Nets reached from selected ports:
Scale: 3 px per µm.
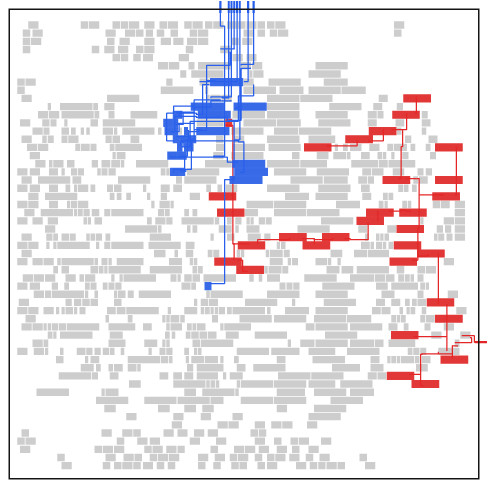
Clock network drawn from the DEF:
Scale: 3 px per µm.
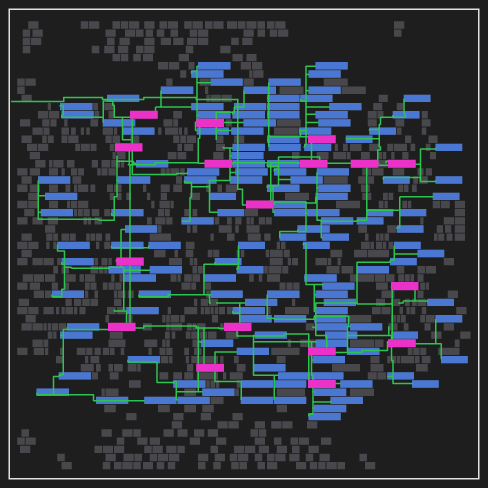
Congestion heat map:
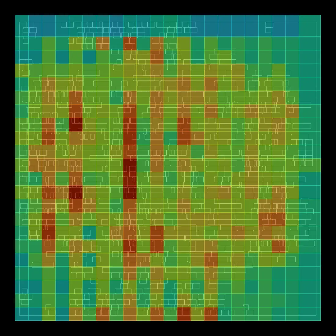
File: config.mk
export PLATFORM = sky130hd
export DESIGN_NAME = anb_wr_burst_chopper_flat
export DESIGN_NICKNAME = d
export VERILOG_FILES = /design/src/rtl/anb_wr_burst_chopper_if.sv /design/src/rtl/anb_wr_burst_chopper.sv /design/src/flat_wrapper.sv
export SDC_FILE = /design/constraint.sdc
export NUM_CORES = 1
export LEC_CHECK = 0
export ABC_CLOCK_PERIOD_IN_PS = 5500
export CAP_MARGIN = 40
export CORE_MARGIN = 2
export CORE_UTILIZATION = 34
export DETAILED_ROUTE_END_ITERATION = 7
export GPL_TIMING_DRIVEN = 0
export MAX_ROUTING_LAYER = met4
export PLACE_DENSITY = 0.56
export SLEW_MARGIN = 20
export SYNTH_ARGS = -nofsm -noshare
export SYNTH_HDL_FRONTEND = slang
export SYNTH_SLANG_ARGS = --single-unit
File: constraint.sdc
create_clock -name clk -period 5.5 [get_ports clk]
set_clock_uncertainty 0.05 [all_clocks]
set_input_delay 0.55 -clock clk [delete_from_list [all_inputs] [get_ports clk]]
set_output_delay 0.55 -clock clk [all_outputs]
set_load 0.05 [all_outputs]
File: src/rtl/anb_wr_burst_chopper_if.sv
// ANB write address/data channel interfaces used by anb_wr_burst_chopper.
// Modport m drives a channel, modport s receives it.
interface anb_addr_channel_if #(
    parameter type ADDR_T = logic [31:0],
    parameter type LEN_T  = logic [7:0]
);
    logic  avalid;
    logic  aready;
    ADDR_T addr;
    LEN_T  len;

    modport m (output avalid, output addr, output len, input aready);
    modport s (input avalid, input addr, input len, output aready);
endinterface

interface anb_data_channel_if #(
    parameter type DATA_T = logic [63:0]
);
    logic  valid;
    logic  ready;
    DATA_T data;
    logic  last;

    modport m (output valid, output data, output last, input ready);
    modport s (input valid, input data, input last, output ready);
endinterface

File: src/rtl/anb_wr_burst_chopper.sv
// ANB write burst chopper: re-issues one write command as sub-bursts of at most MAX_BEATS
// beats and regenerates data last per sub-burst. Define ANB_WR_CHOPPER_BOUNDARY_EN to also
// keep every sub-burst inside one BOUNDARY_BYTES window.
module anb_wr_burst_chopper #(
    parameter type ADDR_T         = logic [31:0],
    parameter type LEN_T          = logic [7:0],
    parameter type DATA_T         = logic [63:0],
    parameter int  BEAT_BYTES     = 8,
    parameter int  MAX_BEATS      = 16,
    parameter int  CMD_DEPTH      = 4,
    parameter int  BOUNDARY_BYTES = 4096
) (
    input  logic          clk,
    input  logic          rst,
    anb_addr_channel_if.s m_a,
    anb_addr_channel_if.m s_a,
    anb_data_channel_if.s m_d,
    anb_data_channel_if.m s_d,
    output logic          err_last
);
    localparam int LEN_W      = $bits(LEN_T);
    localparam int BEAT_SHIFT = $clog2(BEAT_BYTES);
    localparam int PTR_W      = (CMD_DEPTH > 1) ? $clog2(CMD_DEPTH) : 1;
    localparam int CNT_W      = $clog2(CMD_DEPTH + 1);

    typedef logic [LEN_W:0]   rem_t;
    typedef logic [PTR_W-1:0] ptr_t;
    typedef enum logic {ST_IDLE, ST_ISSUE} state_t;

    if (((BEAT_BYTES & (BEAT_BYTES - 1)) != 0) || ((MAX_BEATS & (MAX_BEATS - 1)) != 0) ||
        (MAX_BEATS > (1 << LEN_W)) || ($bits(DATA_T) != 8 * BEAT_BYTES) ||
        ((BOUNDARY_BYTES & (BOUNDARY_BYTES - 1)) != 0) || (BOUNDARY_BYTES < BEAT_BYTES))
    begin : g_bad_params
        $error("anb_wr_burst_chopper: inconsistent parameters");
    end

    state_t           state_q, state_d;
    ADDR_T            cur_addr_q, cur_addr_d;
    rem_t             rem_q, rem_d;
    LEN_T             orig_len_q, orig_len_d;
    logic             first_q, first_d;
    LEN_T             sub_mem_q [CMD_DEPTH];
    LEN_T             sub_mem_d [CMD_DEPTH];
    LEN_T             orig_mem_q [CMD_DEPTH];
    LEN_T             orig_mem_d [CMD_DEPTH];
    ptr_t             sub_wr_q, sub_wr_d, sub_rd_q, sub_rd_d;
    ptr_t             orig_wr_q, orig_wr_d, orig_rd_q, orig_rd_d;
    logic [CNT_W-1:0] cnt_q, cnt_d;
    LEN_T             beat_cnt_q, beat_cnt_d;
    LEN_T             orig_cnt_q, orig_cnt_d;
    logic             err_q, err_d;

    rem_t             chunk;
    LEN_T             chunk_len;
    logic             fifo_full, fifo_nonempty;
    logic             a_hs, sa_hs, d_hs;
    logic             sub_last, orig_end;

    function automatic ptr_t ptr_inc(input ptr_t p);
        return (p == ptr_t'(CMD_DEPTH - 1)) ? '0 : p + ptr_t'(1);
    endfunction

`ifdef ANB_WR_CHOPPER_BOUNDARY_EN
    localparam int BND_SHIFT = $clog2(BOUNDARY_BYTES);
    logic [BND_SHIFT:0] bnd_beats;
`endif

    always_comb begin
        chunk = (rem_q > rem_t'(MAX_BEATS)) ? rem_t'(MAX_BEATS) : rem_q;
`ifdef ANB_WR_CHOPPER_BOUNDARY_EN
        // Beats left before the next boundary; a full window when cur_addr sits on one.
        bnd_beats = ((BND_SHIFT + 1)'(BOUNDARY_BYTES) - {1'b0, cur_addr_q[BND_SHIFT-1:0]})
                    >> BEAT_SHIFT;
        if (int'(bnd_beats) < int'(chunk)) begin
            chunk = rem_t'(bnd_beats);
        end
`endif
        chunk_len = LEN_T'(chunk - rem_t'(1));
    end

    assign fifo_full     = (cnt_q == CNT_W'(CMD_DEPTH));
    assign fifo_nonempty = (cnt_q != '0);

    assign m_a.aready = rst && (state_q == ST_IDLE);
    assign s_a.avalid = (state_q == ST_ISSUE) && !fifo_full;
    assign s_a.addr   = cur_addr_q;
    assign s_a.len    = chunk_len;
    assign a_hs       = m_a.avalid && m_a.aready;
    assign sa_hs      = s_a.avalid && s_a.aready;

    // Data path is purely combinational; beats only flow while a sub-burst length is queued.
    assign s_d.valid = m_d.valid && fifo_nonempty;
    assign m_d.ready = s_d.ready && fifo_nonempty;
    assign s_d.data  = m_d.data;
    assign sub_last  = (beat_cnt_q == sub_mem_q[sub_rd_q]);
    assign s_d.last  = sub_last;
    assign d_hs      = s_d.valid && s_d.ready;
    assign orig_end  = (orig_cnt_q == orig_mem_q[orig_rd_q]);
    assign err_last  = err_q;

    always_comb begin
        state_d    = state_q;
        cur_addr_d = cur_addr_q;
        rem_d      = rem_q;
        orig_len_d = orig_len_q;
        first_d    = first_q;
        case (state_q)
            ST_IDLE: begin
                if (a_hs) begin
                    cur_addr_d = m_a.addr;
                    rem_d      = {1'b0, m_a.len} + rem_t'(1);
                    orig_len_d = m_a.len;
                    first_d    = 1'b1;
                    state_d    = ST_ISSUE;
                end
            end
            ST_ISSUE: begin
                if (sa_hs) begin
                    cur_addr_d = cur_addr_q + (ADDR_T'(chunk) << BEAT_SHIFT);
                    rem_d      = rem_q - chunk;
                    first_d    = 1'b0;
                    if (rem_q == chunk) begin
                        state_d = ST_IDLE;
                    end
                end
            end
            default: state_d = ST_IDLE;
        endcase
    end

    // The original length is queued with the first sub-burst so both FIFOs stay within CMD_DEPTH.
    always_comb begin
        sub_mem_d  = sub_mem_q;
        orig_mem_d = orig_mem_q;
        sub_wr_d   = sub_wr_q;
        sub_rd_d   = sub_rd_q;
        orig_wr_d  = orig_wr_q;
        orig_rd_d  = orig_rd_q;
        cnt_d      = cnt_q;
        if (sa_hs) begin
            sub_mem_d[sub_wr_q] = chunk_len;
            sub_wr_d            = ptr_inc(sub_wr_q);
        end
        if (sa_hs && first_q) begin
            orig_mem_d[orig_wr_q] = orig_len_q;
            orig_wr_d             = ptr_inc(orig_wr_q);
        end
        if (d_hs && sub_last) begin
            sub_rd_d = ptr_inc(sub_rd_q);
        end
        if (d_hs && orig_end) begin
            orig_rd_d = ptr_inc(orig_rd_q);
        end
        case ({sa_hs, d_hs && sub_last})
            2'b10:   cnt_d = cnt_q + CNT_W'(1);
            2'b01:   cnt_d = cnt_q - CNT_W'(1);
            default: cnt_d = cnt_q;
        endcase
    end

    always_comb begin
        beat_cnt_d = beat_cnt_q;
        orig_cnt_d = orig_cnt_q;
        err_d      = err_q;
        if (d_hs) begin
            beat_cnt_d = sub_last ? '0 : beat_cnt_q + LEN_T'(1);
            orig_cnt_d = orig_end ? '0 : orig_cnt_q + LEN_T'(1);
            if (m_d.last != orig_end) begin
                err_d = 1'b1;
            end
        end
    end

    always_ff @(posedge clk or negedge rst) begin
        if (!rst) begin
            state_q    <= ST_IDLE;
            first_q    <= 1'b0;
            sub_wr_q   <= '0;
            sub_rd_q   <= '0;
            orig_wr_q  <= '0;
            orig_rd_q  <= '0;
            cnt_q      <= '0;
            beat_cnt_q <= '0;
            orig_cnt_q <= '0;
            err_q      <= 1'b0;
        end else begin
            state_q    <= state_d;
            first_q    <= first_d;
            sub_wr_q   <= sub_wr_d;
            sub_rd_q   <= sub_rd_d;
            orig_wr_q  <= orig_wr_d;
            orig_rd_q  <= orig_rd_d;
            cnt_q      <= cnt_d;
            beat_cnt_q <= beat_cnt_d;
            orig_cnt_q <= orig_cnt_d;
            err_q      <= err_d;
        end
    end

    always_ff @(posedge clk) begin
        cur_addr_q <= cur_addr_d;
        rem_q      <= rem_d;
        orig_len_q <= orig_len_d;
        sub_mem_q  <= sub_mem_d;
        orig_mem_q <= orig_mem_d;
    end

endmodule
File: src/flat_wrapper.sv
// flat-port wrapper written by rule: the top's interface ports become plain ports
module anb_wr_burst_chopper_flat 
#(
    parameter type ADDR_T         = logic [31:0],
    parameter type LEN_T          = logic [7:0],
    parameter type DATA_T         = logic [63:0],
    parameter int  BEAT_BYTES     = 8,
    parameter int  MAX_BEATS      = 16,
    parameter int  CMD_DEPTH      = 4,
    parameter int  BOUNDARY_BYTES = 4096
)
  (clk, rst, err_last, m_a_avalid, m_a_addr, m_a_len, m_a_aready, s_a_avalid, s_a_addr, s_a_len, s_a_aready, m_d_valid, m_d_data, m_d_last, m_d_ready, s_d_valid, s_d_data, s_d_last, s_d_ready);
  anb_addr_channel_if #(.ADDR_T(ADDR_T), .LEN_T(LEN_T)) m_a_i ();
  anb_addr_channel_if #(.ADDR_T(ADDR_T), .LEN_T(LEN_T)) s_a_i ();
  anb_data_channel_if #(.DATA_T(DATA_T)) m_d_i ();
  anb_data_channel_if #(.DATA_T(DATA_T)) s_d_i ();
  input  logic clk;
  input  logic rst;
  output logic err_last;
  input wire logic [$bits(m_a_i.avalid)-1:0] m_a_avalid;
  input wire logic [$bits(m_a_i.addr)-1:0] m_a_addr;
  input wire logic [$bits(m_a_i.len)-1:0] m_a_len;
  output wire logic [$bits(m_a_i.aready)-1:0] m_a_aready;
  output wire logic [$bits(s_a_i.avalid)-1:0] s_a_avalid;
  output wire logic [$bits(s_a_i.addr)-1:0] s_a_addr;
  output wire logic [$bits(s_a_i.len)-1:0] s_a_len;
  input wire logic [$bits(s_a_i.aready)-1:0] s_a_aready;
  input wire logic [$bits(m_d_i.valid)-1:0] m_d_valid;
  input wire logic [$bits(m_d_i.data)-1:0] m_d_data;
  input wire logic [$bits(m_d_i.last)-1:0] m_d_last;
  output wire logic [$bits(m_d_i.ready)-1:0] m_d_ready;
  output wire logic [$bits(s_d_i.valid)-1:0] s_d_valid;
  output wire logic [$bits(s_d_i.data)-1:0] s_d_data;
  output wire logic [$bits(s_d_i.last)-1:0] s_d_last;
  input wire logic [$bits(s_d_i.ready)-1:0] s_d_ready;
  assign m_a_i.avalid = m_a_avalid;
  assign m_a_i.addr = m_a_addr;
  assign m_a_i.len = m_a_len;
  assign m_a_aready = m_a_i.aready;
  assign s_a_avalid = s_a_i.avalid;
  assign s_a_addr = s_a_i.addr;
  assign s_a_len = s_a_i.len;
  assign s_a_i.aready = s_a_aready;
  assign m_d_i.valid = m_d_valid;
  assign m_d_i.data = m_d_data;
  assign m_d_i.last = m_d_last;
  assign m_d_ready = m_d_i.ready;
  assign s_d_valid = s_d_i.valid;
  assign s_d_data = s_d_i.data;
  assign s_d_last = s_d_i.last;
  assign s_d_i.ready = s_d_ready;
  anb_wr_burst_chopper #(.ADDR_T(ADDR_T), .LEN_T(LEN_T), .DATA_T(DATA_T), .BEAT_BYTES(BEAT_BYTES), .MAX_BEATS(MAX_BEATS), .CMD_DEPTH(CMD_DEPTH), .BOUNDARY_BYTES(BOUNDARY_BYTES)) u_core (.clk(clk), .rst(rst), .m_a(m_a_i), .s_a(s_a_i), .m_d(m_d_i), .s_d(s_d_i), .err_last(err_last));
endmodule
==> qor.csv <==
stage,metric,value,unit
synthesis,mux_share,0.0763,
worst_setup_path,critPathLaunchType,flop,
worst_setup_path,crit_required,4900,ps
finish,drive_gt1_frac,0.175,
floorplan,chip_area,0.0243,mm²
synthesis,ys.flops,143,
detailed_routing,dr.pass1.iters,5,
worst_setup_path,r2r_end,u_core.s_a.addr[17]$_DFFE_PP_,
final_timing,fin_tns_setup,0,ps
synthesis,syn_inst,658,
detailed_routing,vias,5567,
global_routing,antenna_found_initial,0,
finish,fillerInstances,2073,
cts,cts_buffer_depth,2,
power_and_ir_drop,p_per_area,508,mW/mm²
hold_path,hold_class,in -> async,
finish,layout_top_cell,clkdlybuf4s50_1,
synthesis,synthTopLogicFamily,simple AND/OR/NAND/NOR gates,
finish,antenna_cells,0,
status,status,finished clean,
worst_setup_path,reg2reg_depth,13,
detailed_routing,drt_iter0_markers,301,
synthesis,synth.distinct_cells,66,
final_timing,final.min_clock_period,4570,ps
floorplan,die_x,156,µm
worst_setup_path,worstPathMaxFanout,7,
placed_design,place_congestion,0.803,
worst_setup_path,critPathLaunch,u_core.rem_q[1]$_DFFE_PP_,
synthesis,syn_area,0.00785,mm²
final_timing,grt_setup_unrepaired,no,
worst_setup_path,reg2reg_slack,1160,ps
cts,cts.sinks,143,
final_timing,setup_violations,0,
placed_design,place_hpwl,13600,µm
detailed_routing,wl,18400,µm
worst_setup_path,worstSetupEndpointType,output port,
detailed_routing,viasPerCell,4.90,
cts,cts_tree,built,
detailed_routing,antenna_left,0,
cts,cts-htree-levels,4,
-- 'nets reached from selected ports' (at the start) --
legend:
  red:
    port: rst
    direction: input
    edge: east
    end_cells: 31
    buffers: 3
    wire: 321 µm
  blue:
    port: m_a_len
    direction: input
    edge: north
    end_cells: 23
    buffers: 8
    wire: 680 µm
IO Count: 221
port bufs: 156

-- 'clock network drawn from the DEF' (at the start) --
legend:
  blue:
    item: flip-flops
    count: 143
  green:
    item: clock wires
    length: 1900 µm
  magenta:
    item: clock-net drivers
    count: 17
routed clock nets: 18
Clk pwr share: 0.207
Late-Pin Clk Latency: 420 ps
Clk. pwr: 1.09 mW

-- 'congestion heat map' (at the start) --
global route hottest layer: met2
grt met3 use: 0.0364

## metal layers
| metal | vias up | GRT usage | wire [µm] |
|---|---|---|---|
| li1 | 2737 | - | - |
| met1 | 2666 | 0.199 | 8150 |
| met2 | 145 | 0.258 | 9060 |
| met3 | 19 | 0.0364 | 892 |
| met4 | 0 | 0.0494 | 267 |
| met5 | - | - | 0 |
## state kept, by name (all words and copies together) (netlist names)
name               cells
u_core.beat_cnt_q      8
u_core.orig_mem_q     32
u_core.sub_wr_q        2
u_core.err_last        1
u_core.orig_len_q      8
u_core.rem_q           9
u_core.first_q         1
u_core.s_a.addr       32
u_core.orig_rd_q       2
u_core.sub_mem_q      32
u_core.state_q         1
u_core.sub_rd_q        2
u_core.cnt_q           3
u_core.orig_wr_q       2
u_core.orig_cnt_q      8
## worst max path at each step
stage	depth (start not counted)	to	slack (ps)
floorplan	12	u_core.s_a.addr[31]$_DFFE_PP_	1770
global placement	4	u_core.s_a.addr[10]$_DFFE_PP_	1010
global route	7	s_a_len[2]	750
CTS	7	s_a_len[2]	920
detailed placement	13	u_core.s_a.addr[17]$_DFFE_PP_	1190
finish	7	s_a_len[2]	930
## report_power, final
group / internal, mW / switching [mW]
clock network: 0.603 / 0.489
registers: 1.58 / 0.289
logic: 0.888 / 1.43
## Yosys cell counts, drive strengths merged (8+ instances only)
cell type / instances / area share
nand3: 23 / 0.015
buf: 69 / 0.065
inv: 25 / 0.012
ha: 23 / 0.037
o21ai: 24 / 0.017
edfxtp: 113 / 0.43
a21o: 8 / 0.0076
nor2: 33 / 0.018
mux2: 14 / 0.020
a31oi: 14 / 0.012
a21oi: 22 / 0.014
and3: 20 / 0.016
nor2b: 16 / 0.013
xnor2: 31 / 0.035
clkbuf: 14 / 0.0069
nor3: 16 / 0.013
nand2: 50 / 0.024
mux4: 16 / 0.047
dfrtp: 30 / 0.096
nand4: 8 / 0.0080
## stage by stage
stage | cells | setup slack, ps | total power, mW
after floorplan | 660 | 1770 | 3.48
after global placement | 1101 | 1010 | 4.18
after detailed placement | 1103 | 1190 | 4.21
after CTS | 1136 | 915 | 5.32
after global routing | 1136 | 750 | 5.59
final | 1136 | 931 | 5.27
## layout make-up
type                       instances  area [µm²]  area share
multi-input combinational        409        3060       0.294
tap                              285         357      0.0343
timing repair buffer             159        1610       0.155
inverter                          25        93.8     0.00904
sequential                       143        4140       0.399
clock inverter                    14         120      0.0116
buffer                            83         566      0.0545
clock buffer                      18         439      0.0423
## cell families (layout without fill, tap and decap cells)
family,after synthesis,in the layout
xor gates and xnor gates,37,37
muxes,37,37
other,2,4
DFF,143,143
buffers and inverters,108,299
and+or+nand+nor,201,201
adders and majority gates,25,25
AOI/OAI and AO/OA,105,105
## worst max-delay path: stages, from the launching register on
cell and delay, ps:
edfxtp_1 470, or4_1 670, a211oi_2 470, and2_1 240, inv_1 120, ha_1 240, xnor2_1 430, clkdlybuf4s50_1 900
No activity file was given, so power comes from the tool's default toggle rates.
